## src/rtl/clamp_if.sv

```systemverilog
// Bias-vector and clamp-control bundle between the bias/weight stage and the
// clamp ramp sequencer.
interface clamp_if #(
  parameter int NUM_PBITS = 91,
  parameter int H_W       = 8,
  parameter int NUM_CLAMP = 8,
  parameter int RATE_W    = 16
);
  logic [NUM_PBITS*H_W-1:0] h_in;
  logic [NUM_CLAMP-1:0]     clamp_val;
  logic                     clamp_valid;
  logic                     clamp_ready;
  logic                     release_req;
  logic                     mode;
  logic [RATE_W-1:0]        rate;
  logic [NUM_PBITS*H_W-1:0] h_out;
  logic [H_W-2:0]           strength;
  logic                     busy;

  modport master (
    output h_in, clamp_val, clamp_valid, release_req, mode, rate,
    input  clamp_ready, h_out, strength, busy
  );

  modport slave (
    input  h_in, clamp_val, clamp_valid, release_req, mode, rate,
    output clamp_ready, h_out, strength, busy
  );
endinterface

```

## src/rtl/clamp_ramp_sequencer.sv

```systemverilog
// Annealed clamp: ramps a window of p-bit biases toward a latched pattern in
// RAMP_STEP increments, holds at full strength, then ramps back down on release.
module clamp_ramp_sequencer #(
  parameter int NUM_PBITS = 91,
  parameter int H_W       = 8,
  parameter int CLAMP_LO  = 45,
  parameter int NUM_CLAMP = 8,
  parameter int RAMP_STEP = 16,
  parameter int RATE_W    = 16
) (
  input  logic   clk,
  input  logic   rst,
  clamp_if.slave bus
);

  localparam int S_W  = H_W - 1;
  localparam int SMAX = 2**(H_W-1) - 1;

  localparam logic [1:0] ST_IDLE    = 2'd0;
  localparam logic [1:0] ST_RAMP    = 2'd1;
  localparam logic [1:0] ST_HOLD    = 2'd2;
  localparam logic [1:0] ST_RELEASE = 2'd3;

  // Saturation bounds at H_W+1 bits.
  localparam logic signed [H_W:0] B_MAX = {2'b00, {(H_W-1){1'b1}}};
  localparam logic signed [H_W:0] B_MIN = {2'b11, {(H_W-1){1'b0}}};

  if (CLAMP_LO + NUM_CLAMP > NUM_PBITS) begin : g_bad_window
    $error("clamp window [%0d +: %0d] exceeds NUM_PBITS=%0d", CLAMP_LO, NUM_CLAMP, NUM_PBITS);
  end
  if (RAMP_STEP < 1) begin : g_bad_step
    $error("RAMP_STEP must be >= 1, got %0d", RAMP_STEP);
  end

  logic [1:0]               state_q, state_d;
  logic [S_W-1:0]           s_q, s_d;
  logic [NUM_CLAMP-1:0]     pattern_q, pattern_d;
  logic [RATE_W-1:0]        timer_q, timer_d;
  logic [NUM_PBITS*H_W-1:0] h_q, h_d;
  logic                     step;

  // A lowered rate that is already below the running timer still fires at the
  // next compare instead of waiting for the timer to wrap.
  assign step = (timer_q >= bus.rate);

  // NOTE: every variable gets a default at the top of the block so no path
  // leaves it unassigned, which would otherwise infer a latch.
  always_comb begin
    state_d   = state_q;
    s_d       = s_q;
    pattern_d = pattern_q;
    timer_d   = timer_q;
    case (state_q)
      ST_IDLE: begin
        if (bus.clamp_valid) begin
          pattern_d = bus.clamp_val;
          s_d       = '0;
          timer_d   = '0;
          state_d   = ST_RAMP;
        end
      end
      ST_RAMP: begin
        if (bus.release_req) begin
          timer_d = '0;
          state_d = ST_RELEASE;
        end else if (step) begin
          timer_d = '0;
          if (int'(s_q) + RAMP_STEP >= SMAX) begin
            s_d     = S_W'(SMAX);
            state_d = ST_HOLD;
          end else begin
            s_d = S_W'(int'(s_q) + RAMP_STEP);
          end
        end else begin
          timer_d = timer_q + 1'b1;
        end
      end
      ST_HOLD: begin
        if (bus.release_req) begin
          timer_d = '0;
          state_d = ST_RELEASE;
        end
      end
      default: begin
        if (step) begin
          timer_d = '0;
          if (int'(s_q) <= RAMP_STEP) begin
            s_d     = '0;
            state_d = ST_IDLE;
          end else begin
            s_d = S_W'(int'(s_q) - RAMP_STEP);
          end
        end else begin
          timer_d = timer_q + 1'b1;
        end
      end
    endcase
  end

  // Bias datapath: a set pattern bit drives a negative bias, matching the
  // legacy clamp; full strength on a set bit maps to the most negative code.
  logic signed [H_W-1:0] elem;
  logic signed [H_W:0]   s_pos, bias, sum;

  assign s_pos = $signed({2'b00, s_q});

  always_comb begin
    h_d  = bus.h_in;
    elem = '0;
    bias = '0;
    sum  = '0;
    if (state_q != ST_IDLE) begin
      for (int j = 0; j < NUM_CLAMP; j++) begin
        elem = bus.h_in[(CLAMP_LO+j)*H_W +: H_W];
        if (!pattern_q[j])               bias = s_pos;
        else if (s_q == {S_W{1'b1}})     bias = B_MIN;
        else                             bias = -s_pos;
        sum = $signed({elem[H_W-1], elem}) + bias;
        if (!bus.mode)         h_d[(CLAMP_LO+j)*H_W +: H_W] = bias[H_W-1:0];
        else if (sum > B_MAX)  h_d[(CLAMP_LO+j)*H_W +: H_W] = B_MAX[H_W-1:0];
        else if (sum < B_MIN)  h_d[(CLAMP_LO+j)*H_W +: H_W] = B_MIN[H_W-1:0];
        else                   h_d[(CLAMP_LO+j)*H_W +: H_W] = sum[H_W-1:0];
      end
    end
  end

  // NOTE: sequential state uses non-blocking assignments so every register
  // samples pre-edge values regardless of statement order.
  always_ff @(posedge clk or posedge rst) begin
    if (rst) begin
      state_q   <= ST_IDLE;
      s_q       <= '0;
      pattern_q <= '0;
      timer_q   <= '0;
      h_q       <= '0;
    end else begin
      state_q   <= state_d;
      s_q       <= s_d;
      pattern_q <= pattern_d;
      timer_q   <= timer_d;
      h_q       <= h_d;
    end
  end

  assign bus.h_out       = h_q;
  assign bus.strength    = s_q;
  assign bus.clamp_ready = (state_q == ST_IDLE);
  assign bus.busy        = (state_q != ST_IDLE);

endmodule

```

## src/flat_wrapper.sv

```systemverilog
// flat-port wrapper written by rule: the top's interface ports become plain ports
module clamp_ramp_sequencer_flat 
#(
  parameter int NUM_PBITS = 91,
  parameter int H_W       = 8,
  parameter int CLAMP_LO  = 45,
  parameter int NUM_CLAMP = 8,
  parameter int RAMP_STEP = 16,
  parameter int RATE_W    = 16
)
  (clk, rst, bus_h_in, bus_clamp_val, bus_clamp_valid, bus_release_req, bus_mode, bus_rate, bus_clamp_ready, bus_h_out, bus_strength, bus_busy);
  clamp_if #(.NUM_PBITS(NUM_PBITS), .H_W(H_W), .NUM_CLAMP(NUM_CLAMP), .RATE_W(RATE_W)) bus_i ();
  input  logic clk;
  input  logic rst;
  input wire logic [$bits(bus_i.h_in)-1:0] bus_h_in;
  input wire logic [$bits(bus_i.clamp_val)-1:0] bus_clamp_val;
  input wire logic [$bits(bus_i.clamp_valid)-1:0] bus_clamp_valid;
  input wire logic [$bits(bus_i.release_req)-1:0] bus_release_req;
  input wire logic [$bits(bus_i.mode)-1:0] bus_mode;
  input wire logic [$bits(bus_i.rate)-1:0] bus_rate;
  output wire logic [$bits(bus_i.clamp_ready)-1:0] bus_clamp_ready;
  output wire logic [$bits(bus_i.h_out)-1:0] bus_h_out;
  output wire logic [$bits(bus_i.strength)-1:0] bus_strength;
  output wire logic [$bits(bus_i.busy)-1:0] bus_busy;
  assign bus_i.h_in = bus_h_in;
  assign bus_i.clamp_val = bus_clamp_val;
  assign bus_i.clamp_valid = bus_clamp_valid;
  assign bus_i.release_req = bus_release_req;
  assign bus_i.mode = bus_mode;
  assign bus_i.rate = bus_rate;
  assign bus_clamp_ready = bus_i.clamp_ready;
  assign bus_h_out = bus_i.h_out;
  assign bus_strength = bus_i.strength;
  assign bus_busy = bus_i.busy;
  clamp_ramp_sequencer #(.NUM_PBITS(NUM_PBITS), .H_W(H_W), .CLAMP_LO(CLAMP_LO), .NUM_CLAMP(NUM_CLAMP), .RAMP_STEP(RAMP_STEP), .RATE_W(RATE_W)) u_core (.clk(clk), .rst(rst), .bus(bus_i));
endmodule
```

## config.mk

```make
export PLATFORM = sky130hd
export DESIGN_NAME = clamp_ramp_sequencer_flat
export DESIGN_NICKNAME = d
export VERILOG_FILES = /design/src/rtl/clamp_if.sv /design/src/rtl/clamp_ramp_sequencer.sv /design/src/flat_wrapper.sv
export SDC_FILE = /design/constraint.sdc
export NUM_CORES = 1
export LEC_CHECK = 0
export ABC_AREA = 1
export CAP_MARGIN = 20
export CORE_AREA = 2 2 574 576
export CTS_BUF_LIST = sky130_fd_sc_hd__clkbuf_4 sky130_fd_sc_hd__clkbuf_8 sky130_fd_sc_hd__clkbuf_16
export DETAILED_ROUTE_END_ITERATION = 7
export DIE_AREA = 0 0 576 578
export DONT_BUFFER_PORTS = 1
export PLACE_DENSITY = 0.3
export REMOVE_ABC_BUFFERS = 1
export SLEW_MARGIN = 20
export SYNTH_ARGS = -nofsm -noshare
export SYNTH_HDL_FRONTEND = slang
export SYNTH_SLANG_ARGS = --single-unit
export TNS_END_PERCENT = 20
```

## constraint.sdc

```tcl
create_clock -name clk -period 25.3 [get_ports clk]
set_input_delay 2.53 -clock clk [delete_from_list [all_inputs] [get_ports clk]]
set_output_delay 2.53 -clock clk [all_outputs]
set_load 0.005 [all_outputs]
```

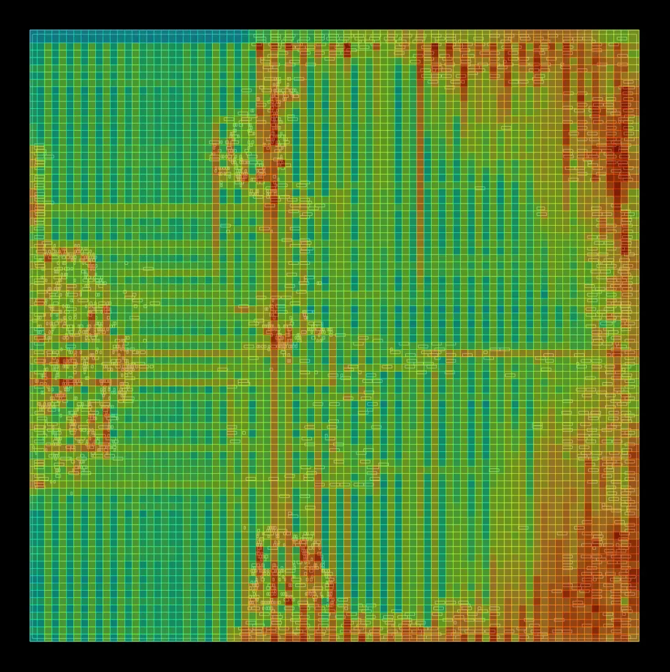
**Above:** run 1 (routing congestion map).
average routed wire per standard cell: 36.5 um
GRT busiest layer: met2
total global-route track usage: 14.0%
routing usage on met2: 24.1%

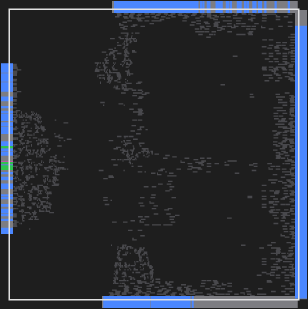
**Above:** run 1 (pin placement).
Scale: 0.5 px per um. Pins as bars across the die edge, other pins in gray.
`bus_strength` -> green  # pins 7, direction output, edge left
`bus_clamp_valid` -> magenta  # pins 1, direction input, edge left
`bus_h_in` -> blue  # pins 728, direction input, edge 388 right, 152 top, 123 bottom, 65 left
all pins by edge = 423 right, 422 bottom, 400 top, 249 left

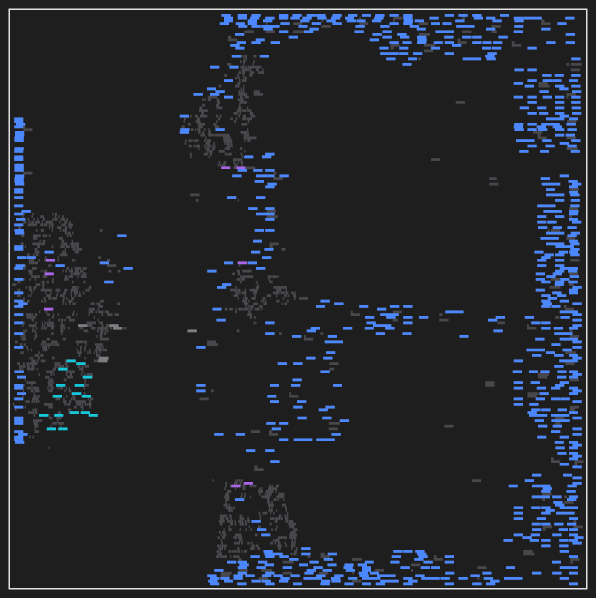
**Above:** run 1 (sequential cells grouped by signal name).
Scale: 1 px per um. Other sequential cells in the stronger gray, the rest of the logic in the fainter gray.
`u_core.timer_q` -> cyan  # flops 16
`u_core.bus.h_out` -> blue  # flops 728, where all over the die
`u_core.pattern_q` -> purple  # flops 8
sequential power: 1.57 mW
total area of sequential cells: 0.0190 mm2

==> summary.txt, run 1 <==
Figures from the implementation reports.

- The detailed-route via count is 17161.
- The final report gives the core utilization as 10.8%.
- The total area inside the core boundary comes to 0.326 mm2.
- Per the OpenROAD floorplan log, the height of the die is 578 um.
- Counting only logic cells after layout, the most numerous master is sky130_fd_sc_hd__dfrtp_1.
- The hold-critical path endpoint reads u_core.state_q[0]$_DFFE_PP0P_.
- The chip area line of the yosys report reads 0.0259 mm2.
- The number of maximum-capacitance violations is 0.
- In this run the tools logged warnings totalling 40.
- The largest non-sequential cell family by area is simple AND/OR/NAND/NOR gates.
- The count of buffering cells on the critical path with inverters included is 6.
- The number of cell instances on the worst register-to-register path is 19.
- Per the detailed-route log, wirelength across all metal layers totals 242 mm.
- The delay contributed by the slowest stage of the critical path is 0.65 ns.
- The clock root buffer master is sky130_fd_sc_hd__clkbuf_16.
- The first global-routing pass estimated 281 mm of wire.
- The area share of the leading cell type in the synthesized netlist is 73.1%.
- The number of flip-flops under the largest register name reads 728.
- The cell sequence reported for the critical path is inv_8 -> buf_4 -> buf_4 -> buf_4 -> buf_12 -> buf_6.
- Setup repair after global routing left no endpoint under its margin.
- Entering global routing, the biggest net connects 142 pins.
- The number of cells on the worst hold path reads 2.
- The multiplexer fraction of the synthesized cell area is 0%.
- The maximum frequency from static timing analysis reads 190 MHz.
- The half-perimeter wire length after detailed placement is 212 mm.
- Clock latency on the worst-skew pair, taken at its later pin, is 0.79 ns.
- For the finished layout, the period the worst path requires is 5.27 ns.
- Summing the areas of all compound-gate instances in the mapped netlist gives 3.35% of the synthesized area.
- The slowest stage of the critical path is the sky130_fd_sc_hd__buf_6 cell.
- The family of cells with the greatest summed delay on the critical path is buffers and inverters.
- The floorplan has 210 rows.
- The final layout contains 3004 nets.
- The most critical setup path has its startpoint at rst.
- Among the stages of the critical path, the cell type that occurs most often is sky130_fd_sc_hd__buf_4.
- The kind of capture point of the worst setup path reads an async pin.
- The post-synthesis to final-layout area growth reads 35.4%.
- The post-route cell area is 0.0351 mm2.
- The startpoint of the worst register-to-register path is u_core.bus.strength[2]$_DFFE_PP0P_.
- According to the floorplan report, the total die area is 0.333 mm2.
- In the post-route analysis, the smallest setup slack over all paths is 20.03 ns.
- Per the timing report, the biggest fanout along the worst path comes to 141.
- The number of enable flip-flop cells is 0.
- For reference, the top cells by area after synthesis are sky130_fd_sc_hd__dfrtp_1, sky130_fd_sc_hd__nand2_1, sky130_fd_sc_hd__ha_1.
- The cell count listed in synth_stat.txt reads 2062.
- The worst setup path is launched from a primary input.
- The type of the tightest min-delay check reads flip-flop to flip-flop.
- The clock tree from TritonCTS is built.
- The routed layout reports a DRC error count of 0.
- The total count of max-transition violations in the final report reads 0.
- For the final routed database, the setup TNS stands at 0 ns.
- The die is 576 um wide.
- Of all flip-flops after synthesis, the portion carrying an async set or reset was 100%.
- The layout cell share with drive strength beyond 1 is 12.8%.
- The critical path required time is 26.13 ns.
- The final timing report lists a hold violation count of 0.
- The first-iteration detailed-routing DRC count reads 1083.
- The cell leakage power is 15.0 nW.
- The number of clock sinks seen by CTS is 758.
- The arrival time of the worst setup path reads 6.10 ns.
- Per the synthesis report, the simple-gate share of the synthesized area is 13.7%.
- For this run the aggregate overflow at the end of global routing stands at 0.
- The netlist area before placement reads 0.0259 mm2.
- Fill cells in the final layout number 37251.
- The average instance area after synthesis is 12.6 um2.
- The number of warnings issued by yosys is 0.
- The main flop type after synthesis reads sky130_fd_sc_hd__dfrtp_1.
- Per the post-route antenna check, the number of violating nets is 0.
- The end point of the critical path is u_core.bus.h_out[534]$_DFF_PP0_.
- The reg-to-reg setup timing slack is 20.89 ns.
- For this design the top-level I/O count stands at 1494.
- The number of buffers inserted during clock tree synthesis reads 99.
- The maximum vdd ir drop is 0.117 mV.
- The number of hold buffers added after cts is 0.
- The number of antenna violations at the first check in global routing reads 264.
- Using the TritonRoute via totals, the vias-per-cell ratio works out to 2.59.
- The final number of setup-violating endpoints reads 0.
- Yosys reported a register bit count of 758.
- By count the netlist is led by sky130_fd_sc_hd__dfrtp_1, sky130_fd_sc_hd__nand2_1, sky130_fd_sc_hd__inv_1, sky130_fd_sc_hd__nor2_1, sky130_fd_sc_hd__nand3_1.
- Clock skew on the completed layout was measured at 0.0583 ns.
- Counting along the longest clock path gives a buffer depth of 4.
- The sequential fraction of the synthesis area reads 73.1%.
- The count of mapped cells out of synthesis reads 2062.
- The count of buffers inserted at the top-level ports reads 0.
- The total power density per cell area is 117 mW/mm2.
- The number of gates resized after CTS was 0.
- The final hold slack reads 0.575 ns.
- The number of library cell types mapped by synthesis is 39.
- The STA report counts the stages on the worst setup path as 6.
- The timing report gives the clock slew at the launch and capture registers of the worst setup and hold paths as 0.06 ns.
- The top cell type by total area after synthesis is sky130_fd_sc_hd__dfrtp_1.
- The capturing point of the worst reg2reg path reads u_core.bus.h_out[411]$_DFF_PP0_.
- The launch point of the worst min-delay path is recorded as u_core.state_q[0]$_DFFE_PP0P_.
- The number of levels the H-tree was split into reads 3.
- The post-CTS setup-driven buffer insertion count is 0.
- The part of the cycle the worst path needs is 20.8%.
- The non-filler instance count after layout reads 6633.
- The final weighted congestion in routability-driven placement is 0.934.
- The share of synthesized cell area in full adder, half adder and majority cells reads 5.15%.
- The headroom to the max-slew limit reads 32.6%.
- Before antenna repair, the detailed router went through 7 iterations.
- The flow ran to the end, and the final reports show no timing, DRC or antenna violations.
- Setup slack on the worst path after placement came out at 18.50 ns.
- The number of placed instances with taps included is 6389.
- At the floorplan stage, the core utilization is reported as 7.95%.
- The number of global-route vias before repair is 17226.
- Yosys instantiated no cell more often than sky130_fd_sc_hd__dfrtp_1.
- The placed cell area is 0.0314 mm2.
- The transition at the pin with the smallest max-transition slack reads 1.01 ns.
- For reference, XOR and XNOR gates occupy 1.62% of the area reported after synthesis.
- The library cells used most frequently in the layout, excluding fill and tap cells, are sky130_fd_sc_hd__dfrtp_1, sky130_fd_sc_hd__nand2_1, sky130_fd_sc_hd__inv_1, sky130_fd_sc_hd__nor2_1, sky130_fd_sc_hd__nand3_1.
- The critical path in this run is classified as primary input to async pin.
- The final power report lists total power as 4.10 mW.
==> run 1: layout make-up <==
cell class | count | area, um2 | share of cell area (%)
clock inverters | 58 | 842 | 2.40
well taps | 4346 | 5440 | 15.5
repair buffers | 23 | 213 | 0.606
diodes | 66 | 165 | 0.470
clock buffers | 119 | 2710 | 7.71
multi-input cells | 1105 | 6180 | 17.6
inverters | 158 | 602 | 1.71
flip-flops and latches | 758 | 19000 | 54.0
==> run 1: layer usage <==
| metal | global-route usage [%] | share of wire, % |
|---|---|---|
| met5 | 0 | 0.21 |
| met4 | 2.93 | 3.0 |
| met3 | 7.98 | 14 |
| met2 | 24.1 | 48 |
| met1 | 14.8 | 35 |
==> run 1: power breakdown <==
part	switching, mW	internal (mW)
Combinational	0.663	0.303
Sequential	0.233	1.33
Clock	0.622	0.950
**Run 1: port wiring**

Scale: 1 px per um.
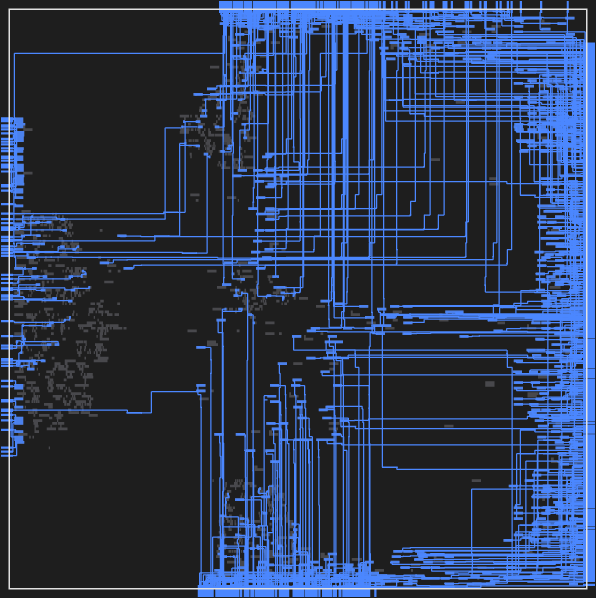

--- run 2 (diff from run 1) ---
==> constraint.sdc (replaced) <==
create_clock -name clk -period 4.75 [get_ports clk]
set_input_delay 0.475 -clock clk [delete_from_list [all_inputs] [get_ports clk]]
set_output_delay 0.475 -clock clk [all_outputs]
set_load 0.005 [all_outputs]
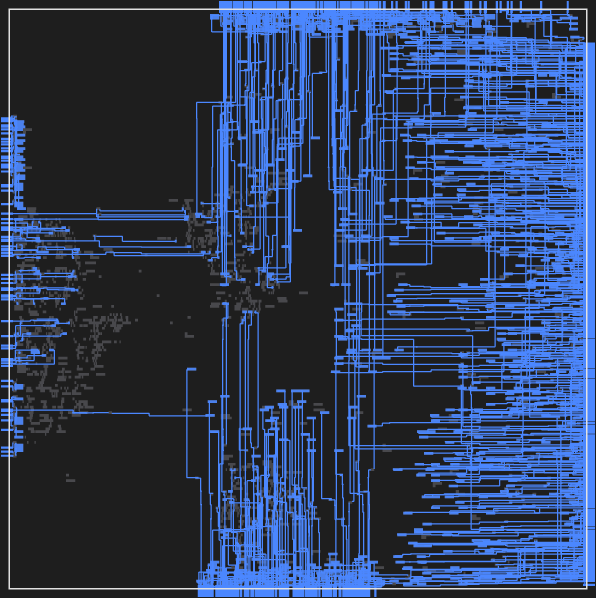
**Above:** run 2 (port wiring).
Scale: 1 px per um.
`bus_h_in` -> blue  # bits 728, direction input, edge 388 right, 152 top, 123 bottom, 65 left, end cells 815, buffers 728, wire 86.3 mm

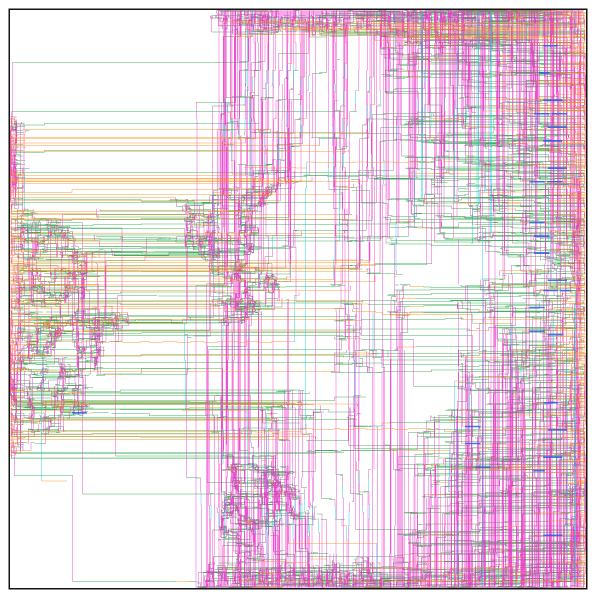
**Above:** run 2 (signal wires by layer).
Scale: 1 px per um.
met3 -> orange  # wire length 31.7 mm
met5 -> blue  # wire length 400 um
met4 -> cyan  # wire length 6420 um
met1 -> green  # wire length 91.0 mm
met2 -> magenta  # wire length 125 mm
WL final: 255 mm
total global-route track usage: 14.7%
Vias: 20298
average routed wire per standard cell: 34.2 um

==> summary.txt, run 2 <==
Figures from the implementation reports.

- The cell kind with the greatest summed area is sequential cells.
- The clock latency reported for the late side of the worst-skew pair came to 0.81 ns (+0.02 ns).
- The number of cells on the worst hold path is 5 (+3).
- The total power reads 23.8 mW (+480%).
- The family of cells with the greatest summed delay on the critical path is simple AND/OR/NAND/NOR gates.
- The headroom to the max-slew limit is 27.8% (-4.8 points).
- The placed cell area reads 0.0314 mm2 (+0.18%).
- The count of antenna diodes in the layout is 82 (+24%).
- The cell with the most instances after synthesis is sky130_fd_sc_hd__dfrtp_1.
- The final hold slack reads 0.114 ns (-0.460 ns).
- For reference, the critical path cell chain is ha_1 -> ha_1 -> inv_1 -> o21ai_0 -> inv_1 -> ha_1 -> fa_1 -> nand3_1 -> nand2_1 -> nand2_1 -> nand2_1 -> nand2_1 -> nand2_1 -> nand2_2 -> nand2_1 -> nand3_1 -> nand3_1 -> nand2_1 -> dlygate4sd3_1.
- The netlist area before placement is 0.0259 mm2 (unchanged).
- The area of the die is 0.333 mm2 (unchanged).
- The half-perimeter wire length after detailed placement reads 215 mm (+1.6%).
- The number of clock sinks seen by CTS is 758 (unchanged).
- The multi-input gate share of the layout cell area was 14.3% (-3.3 points).
- The commonest cells after synthesis are sky130_fd_sc_hd__dfrtp_1, sky130_fd_sc_hd__nand2_1, sky130_fd_sc_hd__inv_1, sky130_fd_sc_hd__nor2_1, sky130_fd_sc_hd__nand3_1.
- The layout cell share with drive strength beyond 1 is 10.3% (-2.5 points).
- The post-detailed-route DRC marker count reads 0 (unchanged).
- The layout filler cell count came to 36879 (-1.0%).
- The share of synthesized cell area in and-or and or-and compound cells is 3.35% (unchanged).
- The post-route setup TNS is 0 ns (unchanged).
- The final weighted congestion in routability-driven placement reads 0.819 (-12%).
- The slowest stage of the critical path is the sky130_fd_sc_hd__dfrtp_1 cell.
- The number of nets in the layout was 3785 (+26%).
- The post-route cell area is 0.0433 mm2 (+23%).
- The utilization after layout is 13.3% (+2.5 points).
- The count of buffering cells on the critical path with inverters included is 3 (-3).
- The logic depth of the worst setup path including buffers is 19 (+13).
- The post-synthesis to final-layout area growth reads 67.1%.
- The register bit count reported by yosys is 758 (unchanged).
- The flop count is 758 (unchanged).
- The number of well taps is 4346 (unchanged).
- The cell sitting at the root of the clock tree is a sky130_fd_sc_hd__clkbuf_16.
- The part of the cycle the worst path needs reads 90.2%.
- The number of placed instances with taps included reads 6390 (+0.016%).
- The critical path launch point reads u_core.bus.strength[5]$_DFFE_PP0P_.
- The most common logic cells in the final layout are sky130_fd_sc_hd__dlygate4sd3_1, sky130_fd_sc_hd__dfrtp_1, sky130_fd_sc_hd__nand2_1, sky130_fd_sc_hd__inv_1, sky130_fd_sc_hd__nor2_1.
- The per-cell via count in the routed design reads 2.73 (+5.4%).
- The post-synthesis share of cell area spent on xor and xnor gates is 1.62% (unchanged).
- The largest fanout on the critical path is 7 (-95%).
- The number of global-route vias before repair came to 20910 (+21%).
- The cell leakage power was 18.5 nW (+23%).
- STA classifies the critical path startpoint as a flip-flop.
- The multi-input combinational cell count is 1105 (unchanged).
- The number of levels the H-tree was split into is 3 (unchanged).
- The clock tree from TritonCTS is built.
- The chip area line of the yosys report came to 0.0259 mm2 (unchanged).
- The post-synthesis simple-gate area fraction is 13.7% (unchanged).
- The most used logic cell in the final layout is sky130_fd_sc_hd__dlygate4sd3_1.
- The synthesis report lists the most area-consuming cells as sky130_fd_sc_hd__dfrtp_1, sky130_fd_sc_hd__nand2_1, sky130_fd_sc_hd__ha_1.
- The transition at the pin with the smallest max-transition slack reads 1.07 ns (+0.0622 ns).
- The post-layout minimum cycle time reads 4.28 ns.
- The area occupied by registers was 0.0190 mm2 (unchanged).
- The kind of capture point of the worst setup path is a flip-flop.
- The maximum vdd ir drop is 0.301 mV (+160%).
- The total power density per cell area is 549 mW/mm2 (+370%).
- The capture point of the critical path was reported as u_core.bus.h_out[405]$_DFF_PP0_.
- The cell count listed in synth_stat.txt is 2062 (unchanged).
- For this run, the leading register cell type out of synthesis is sky130_fd_sc_hd__dfrtp_1.
- The share of synthesized cell area in full adder, half adder and majority cells is 5.15% (unchanged).
- The average instance area after synthesis reads 12.6 um2 (unchanged).
- The aggregate global routing overflow reads 0 (unchanged).
- In this run the critical register-to-register path is captured at u_core.bus.h_out[405]$_DFF_PP0_.
- The number of flip-flops under the largest register name is 728 (unchanged).
- The layer carrying the most global-route usage reads met2.
- The number of library cell types mapped by synthesis was 39 (unchanged).
- The area share of the leading cell type in the synthesized netlist is 73.1% (unchanged).
- The clock buffer instance count of the final layout reads 137 (+15%).
- The first-iteration detailed-routing DRC count is 1016 (-6.2%).
- The number of nets with antenna violations after detailed routing is 0 (unchanged).
- The number of warnings issued by yosys came to 0 (unchanged).
- The sequential fraction of the synthesis area came to 73.1% (unchanged).
- The area occupied by multi-input gates is 0.00618 mm2 (unchanged).
- The met3 global-route usage reads 7.99% (+0.0096 points).
- The number of cell instances on the worst register-to-register path reads 19 (unchanged).
- The met2 track utilization from global routing is 25.9% (+1.8 points).
- After synthesis, the largest family of logic cells by area is simple AND/OR/NAND/NOR gates.
- The site row count reads 210 (unchanged).
- The least setup slack across all paths after layout reads 0.466 ns (-19.56 ns).
- The type of the tightest min-delay check reads primary input to flip-flop.
- The biggest area contributor in the post-synthesis netlist is sky130_fd_sc_hd__dfrtp_1.
- Setup repair after global routing left no endpoint under its margin.
- The multiplexer fraction of the synthesized cell area is 0% (unchanged).
- The worst clock skew was 0.0703 ns (+0.0120 ns).
- The startpoint of the worst register-to-register path is u_core.bus.strength[5]$_DFFE_PP0P_.
- The maximum frequency from static timing analysis reads 233 MHz.
- The number of ports placed on the die boundary came to 1494 (unchanged).
- The proportion of cell area occupied by registers came to 43.8% (-10 points).
- The width of the die reads 576 um (unchanged).
- The critical path required time reads 5.48 ns (-20.65 ns).
- The buffer levels on the longest clock path reads 4 (unchanged).
- The final number of setup-violating endpoints is 0 (unchanged).
- The count of mapped cells out of synthesis is 2062 (unchanged).
- The hold-critical path endpoint is u_core.bus.h_out[417]$_DFF_PP0_.
- The async set-reset flop share out of synthesis is 100% (unchanged).
- The number of maximum-capacitance violations came to 0 (unchanged).
- The post-CTS clock slew at the launch and capture registers of the worst setup and hold paths reads 0.06 ns (about the same).
- The delay contributed by the slowest stage of the critical path reads 0.55 ns (-0.10 ns).
- The core footprint was 0.326 mm2 (unchanged).
- The number of enable flip-flop cells reads 0 (unchanged).
- The met1 layer usage reported by global route was 15.5% (+0.74 points).
- The hold path startpoint is bus_h_in[417].
- The reg-to-reg setup timing slack is 0.47 ns (-20.42 ns).
- The wire length of the first global-routing pass is 301 mm (+7.0%).
- The portion of the layout cell area used by clock cells is 9.25% (-0.86 points).
- The count of buffers not belonging to the clock network in the layout reads 791 (+3300%).
- The detailed-router iteration count before antenna repair is 5 (-2).
- The final hold violation count was 0 (unchanged).
- The arrival time of the worst setup path is 5.01 ns (-1.09 ns).
- The dominant cell type by count on the critical path is sky130_fd_sc_hd__nand2_1.
- The total count of max-transition violations in the final report is 0 (unchanged).
- The run finished with clean final reports.
- The non-clock inverter count in the final layout reads 158 (unchanged).
- The count of buffers inserted at the top-level ports is 0 (unchanged).
- The effective utilization at floorplan is 7.95% (unchanged).
- The non-filler instance count after layout is 7443 (+12%).
- The non-clock buffer share of cell area is 18.3% (+18 points).
- The height of the die is 578 um (unchanged).
- The pin count of the biggest net entering global routing was 127 (-11%).
- The type of the worst setup path reads flip-flop to flip-flop.
- The number of antenna violations at the first check in global routing is 260 (-1.5%).
- The number of buffers inserted during clock tree synthesis reads 112 (+13%).
- The number of warnings the tools reported is 46 (+15%).
- The post-placement worst setup slack reads 0.896 ns (-17.61 ns).
## run 2: cell counts after synthesis
Identical to the previous run, type by type.
## run 2: report_power, final
group | total (mW) | internal (mW) | leakage [nW] | switching [mW]
Sequential | 8.38 | 7.09 | 8.88 | 1.29
Clock | 9.33 | 5.68 | 1.97 | 3.65
Combinational | 6.08 | 2.28 | 7.59 | 3.80
Total | 23.8 | 15.1 | 18.5 | 8.74
## run 2: what timing repair did
item	CTS	global route
hold buffers	768	0
endpoints found under the hold margin	788	0
buffers inserted	0	0
gates resized	0	0
## run 2: layer usage
metal	wire, um	up-vias
li1	-	8376
met1	91000	10033
met2	125000	1386
met3	31700	447
met4	6420	56
met5	400	-
**Run 2: sequential cells grouped by signal name**

Scale: 1 px per um. Other sequential cells in the stronger gray, the rest of the logic in the fainter gray.
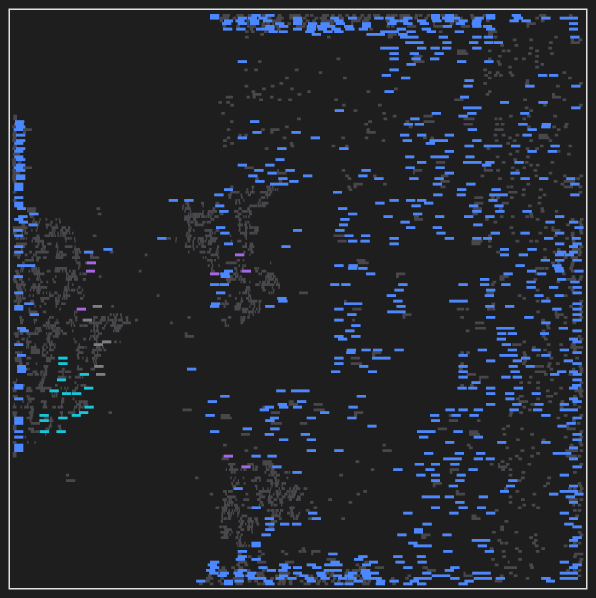

--- run 3 (diff from run 2) ---
--- a/config.mk
+++ b/config.mk
@@ -7,10 +7,10 @@
 export LEC_CHECK = 0
 export ABC_AREA = 1
 export CAP_MARGIN = 20
-export CORE_AREA = 2 2 574 576
+export CORE_AREA = 2 2 579 581
 export CTS_BUF_LIST = sky130_fd_sc_hd__clkbuf_4 sky130_fd_sc_hd__clkbuf_8 sky130_fd_sc_hd__clkbuf_16
 export DETAILED_ROUTE_END_ITERATION = 7
-export DIE_AREA = 0 0 576 578
+export DIE_AREA = 0 0 581 583
 export DONT_BUFFER_PORTS = 1
 export PLACE_DENSITY = 0.3
 export REMOVE_ABC_BUFFERS = 1
==> constraint.sdc (replaced) <==
create_clock -name clk -period 4.5 [get_ports clk]
set_input_delay 0.45 -clock clk [delete_from_list [all_inputs] [get_ports clk]]
set_output_delay 0.45 -clock clk [all_outputs]
set_load 0.005 [all_outputs]
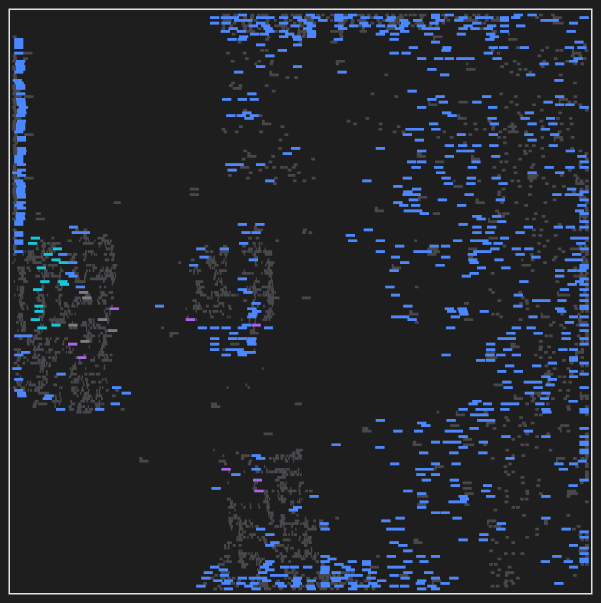
**Above:** run 3 (sequential cells grouped by signal name).
Scale: 1 px per um. Other sequential cells in the stronger gray, the rest of the logic in the fainter gray.
final core utilization: 13.0%
sequential power: 8.81 mW

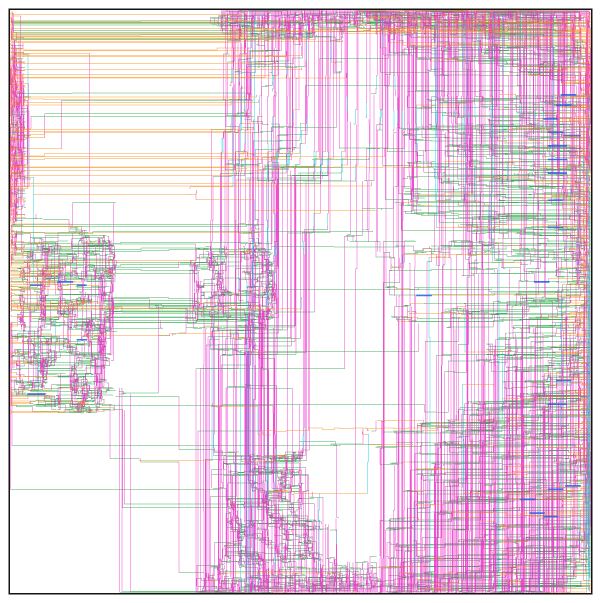
**Above:** run 3 (signal wires by layer).
Scale: 1 px per um.
met3 -> orange  # wire length 26.0 mm
met1 -> green  # wire length 82.9 mm
met4 -> cyan  # wire length 8470 um
met2 -> magenta  # wire length 134 mm
met5 -> blue  # wire length 335 um
Vias: 20195
total global-route track usage: 14.4%

==> summary.txt, run 3 <==
Figures from the implementation reports.

- The flow ran to the end, and the final reports show no timing, DRC or antenna violations.
- The wire length per cell is 33.6 um (-1.7%).
- The number of warnings the tools reported is 42 (-8.7%).
- The post-route setup TNS is 0 ns (unchanged).
- The number of maximum-capacitance violations reads 0 (unchanged).
- The internal power summed over all cells is 15.4 mW (+2.3%).
- The headroom to the max-slew limit is 31.8% (+4.0 points).
- The end point of the critical path is u_core.bus.h_out[412]$_DFF_PP0_.
- The count of mapped cells out of synthesis is 2062 (unchanged).
- The number of placed instances with taps included is 6435 (+0.70%).
- The post-layout minimum cycle time is 4.13 ns (-0.156 ns).
- The share of synthesized cell area in and-or and or-and compound cells reads 3.35% (unchanged).
- The total power density per cell area is 567 mW/mm2 (+3.4%).
- The largest non-sequential cell family by area is simple AND/OR/NAND/NOR gates.
- The post-synthesis simple-gate area fraction reads 13.7% (unchanged).
- The per-cell via count in the routed design reads 2.70 (-1.0%).
- The width of the die was 581 um (+0.87%).
- TritonCTS built the clock tree.
- The proportion of total power due to net switching is 37.2% (+0.45 points).
- For reference, the top cells by area after synthesis are sky130_fd_sc_hd__dfrtp_1, sky130_fd_sc_hd__nand2_1, sky130_fd_sc_hd__ha_1.
- The area of the die came to 0.339 mm2 (+1.7%).
- The total power was 24.5 mW (+3.0%).
- The number of nets in the layout is 3790 (+0.13%).
- The final hold slack is 0.0958 ns (-0.0183 ns).
- The multiplexer fraction of the synthesized cell area reads 0% (unchanged).
- The number of flip-flops under the largest register name reads 728 (unchanged).
- The startpoint identified for the worst hold timing path is bus_h_in[393].
- The layer carrying the most global-route usage reads met2.
- The worst clock skew is 0.0251 ns (-0.0452 ns).
- The met1 layer usage reported by global route is 14.0% (-1.6 points).
- The register bit count reported by yosys is 758 (unchanged).
- The dominant cell type by count on the critical path is sky130_fd_sc_hd__nand2_1.
- The part of the cycle the worst path needs was 91.7% (+1.5 points).
- The kind of capture point of the worst setup path reads a flip-flop.
- The met2 track utilization from global routing is 27.4% (+1.5 points).
- The met3 wire length came to 26.0 mm (-18%).
- Yosys reports that the most numerous cell types are sky130_fd_sc_hd__dfrtp_1, sky130_fd_sc_hd__nand2_1, sky130_fd_sc_hd__inv_1, sky130_fd_sc_hd__nor2_1, sky130_fd_sc_hd__nand3_1.
- The detailed-router iteration count before antenna repair came to 5 (unchanged).
- Setup repair after global routing left no endpoint under its margin.
- The number of cells on the worst hold path was 5 (unchanged).
- The element type at the critical path start is a flip-flop.
- The chip area line of the yosys report is 0.0259 mm2 (unchanged).
- The combinational group share of total power is 26.2% (+0.6 points).
- The post-CTS setup-driven buffer insertion count is 0 (unchanged).
- The post-placement worst setup slack reads 0.444 ns (-0.452 ns).
- The detailed route wirelength on metal2 was 134 mm (+7.0%).
- Sorting the Yosys area breakdown by cell type puts at the top sky130_fd_sc_hd__dfrtp_1.
- The clock root buffer master is sky130_fd_sc_hd__clkbuf_16.
- The logic depth of the worst setup path including buffers came to 18 (-1).
- The critical path required time is 5.23 ns (-0.25 ns).
- The wire length of the first global-routing pass reads 302 mm (+0.33%).
- The type of the worst setup path reads flip-flop to flip-flop.
- The post-synthesis share of cell area spent on xor and xnor gates is 1.62% (unchanged).
- The number of global-route vias before repair is 21217 (+1.5%).
- The average instance area after synthesis was 12.6 um2 (unchanged).
- The slowest stage of the critical path is the sky130_fd_sc_hd__dlygate4sd3_1 cell.
- The family of cells with the greatest summed delay on the critical path reads simple AND/OR/NAND/NOR gates.
- The layout cell share with drive strength beyond 1 is 10.2% (-0.070 points).
- The number of clock sinks seen by CTS is 758 (unchanged).
- The post-route cell area is 0.0432 mm2 (-0.34%).
- The power dissipated by switching net loads is 9.11 mW (+4.3%).
- The count of buffers inserted at the top-level ports came to 0 (unchanged).
- The number of hold buffers added after cts is 771 (+0.39%).
- The number of levels the H-tree was split into is 3 (unchanged).
- The post-cts repair resize count is 0 (unchanged).
- The async set-reset flop share out of synthesis was 100% (unchanged).
- The effective utilization at floorplan reads 7.81% (-0.14 points).
- The pin count of the biggest net entering global routing reads 118 (-7.1%).
- The cell count listed in synth_stat.txt is 2062 (unchanged).
- For reference, the critical path cell chain is ha_1 -> ha_1 -> inv_1 -> buf_4 -> o21ai_1 -> inv_1 -> ha_1 -> fa_1 -> nand3_1 -> nand2_1 -> nand2_1 -> nand2_1 -> nand2_1 -> nand4_2 -> nand3_1 -> nand3_1 -> nand2_1 -> dlygate4sd3_1.
- The transition at the pin with the smallest max-transition slack is 1.01 ns (-0.0593 ns).
- The final number of setup-violating endpoints is 0 (unchanged).
- The maximum frequency from static timing analysis is 242 MHz (+3.8%).
- The number of enable flip-flop cells reads 0 (unchanged).
- The area share of the leading cell type in the synthesized netlist reads 73.1% (unchanged).
- The maximum vdd ir drop reads 0.312 mV (+3.5%).
- The number of antenna violations at the first check in global routing is 240 (-7.7%).
- The post-CTS clock slew at the launch and capture registers of the worst setup and hold paths reads 0.06 ns (about the same).
- The post-synthesis to final-layout area growth is 66.5%.
- The launch point of the worst register-to-register path is recorded as u_core.bus.strength[5]$_DFFE_PP0P_.
- The half-perimeter wire length after detailed placement came to 212 mm (-1.3%).
- The core footprint is 0.332 mm2 (+1.8%).
- The number of warnings issued by yosys reads 0 (unchanged).
- The netlist area before placement was 0.0259 mm2 (unchanged).
- The min-delay analysis places its worst path in the category primary input to flip-flop.
- The buffer levels on the longest clock path reads 4 (unchanged).
- The reg-to-reg setup timing slack reads 0.37 ns (-0.09 ns).
- The number of buffers inserted during clock tree synthesis reads 110 (-1.8%).
- The placed cell area is 0.0315 mm2 (+0.30%).
- The aggregate global routing overflow reads 0 (unchanged).
- The number of cell instances on the worst register-to-register path is 18 (-1).
- The sequential fraction of the synthesis area came to 73.1% (unchanged).
- The main flop type after synthesis is sky130_fd_sc_hd__dfrtp_1.
- The sequential share of power was 36.0% (+0.8 points).
- The number of nets with antenna violations after detailed routing is 0 (unchanged).
- The total wire length after detailed routing is 252 mm (-1.2%).
- The height of the die was 583 um (+0.87%).
-- run 3: power groups by stage --
stage / registers (mW) / clock network, mW / logic [mW]
final: 8.81 / 9.27 / 6.42
after global routing: 8.92 / 9.92 / 7.25
after CTS: 8.98 / 9.70 / 6.54
after detailed placement: 9.07 / 0 / 5.43
after global placement: 9.11 / 0 / 5.44
after floorplan: 7.97 / 0 / 3.85
-- run 3: area by class of cell --
type / instances / area (um2)
diodes: 79 / 198
well taps: 4387 / 5490
repair buffers: 798 / 8010
clock inverters: 64 / 724
multi-input cells: 1105 / 6180
flip-flops and latches: 758 / 19000
inverters: 158 / 602
fillers: 37416 / 289000
clock buffers: 133 / 3020
No activity file was given, so power comes from the tool's default toggle rates.
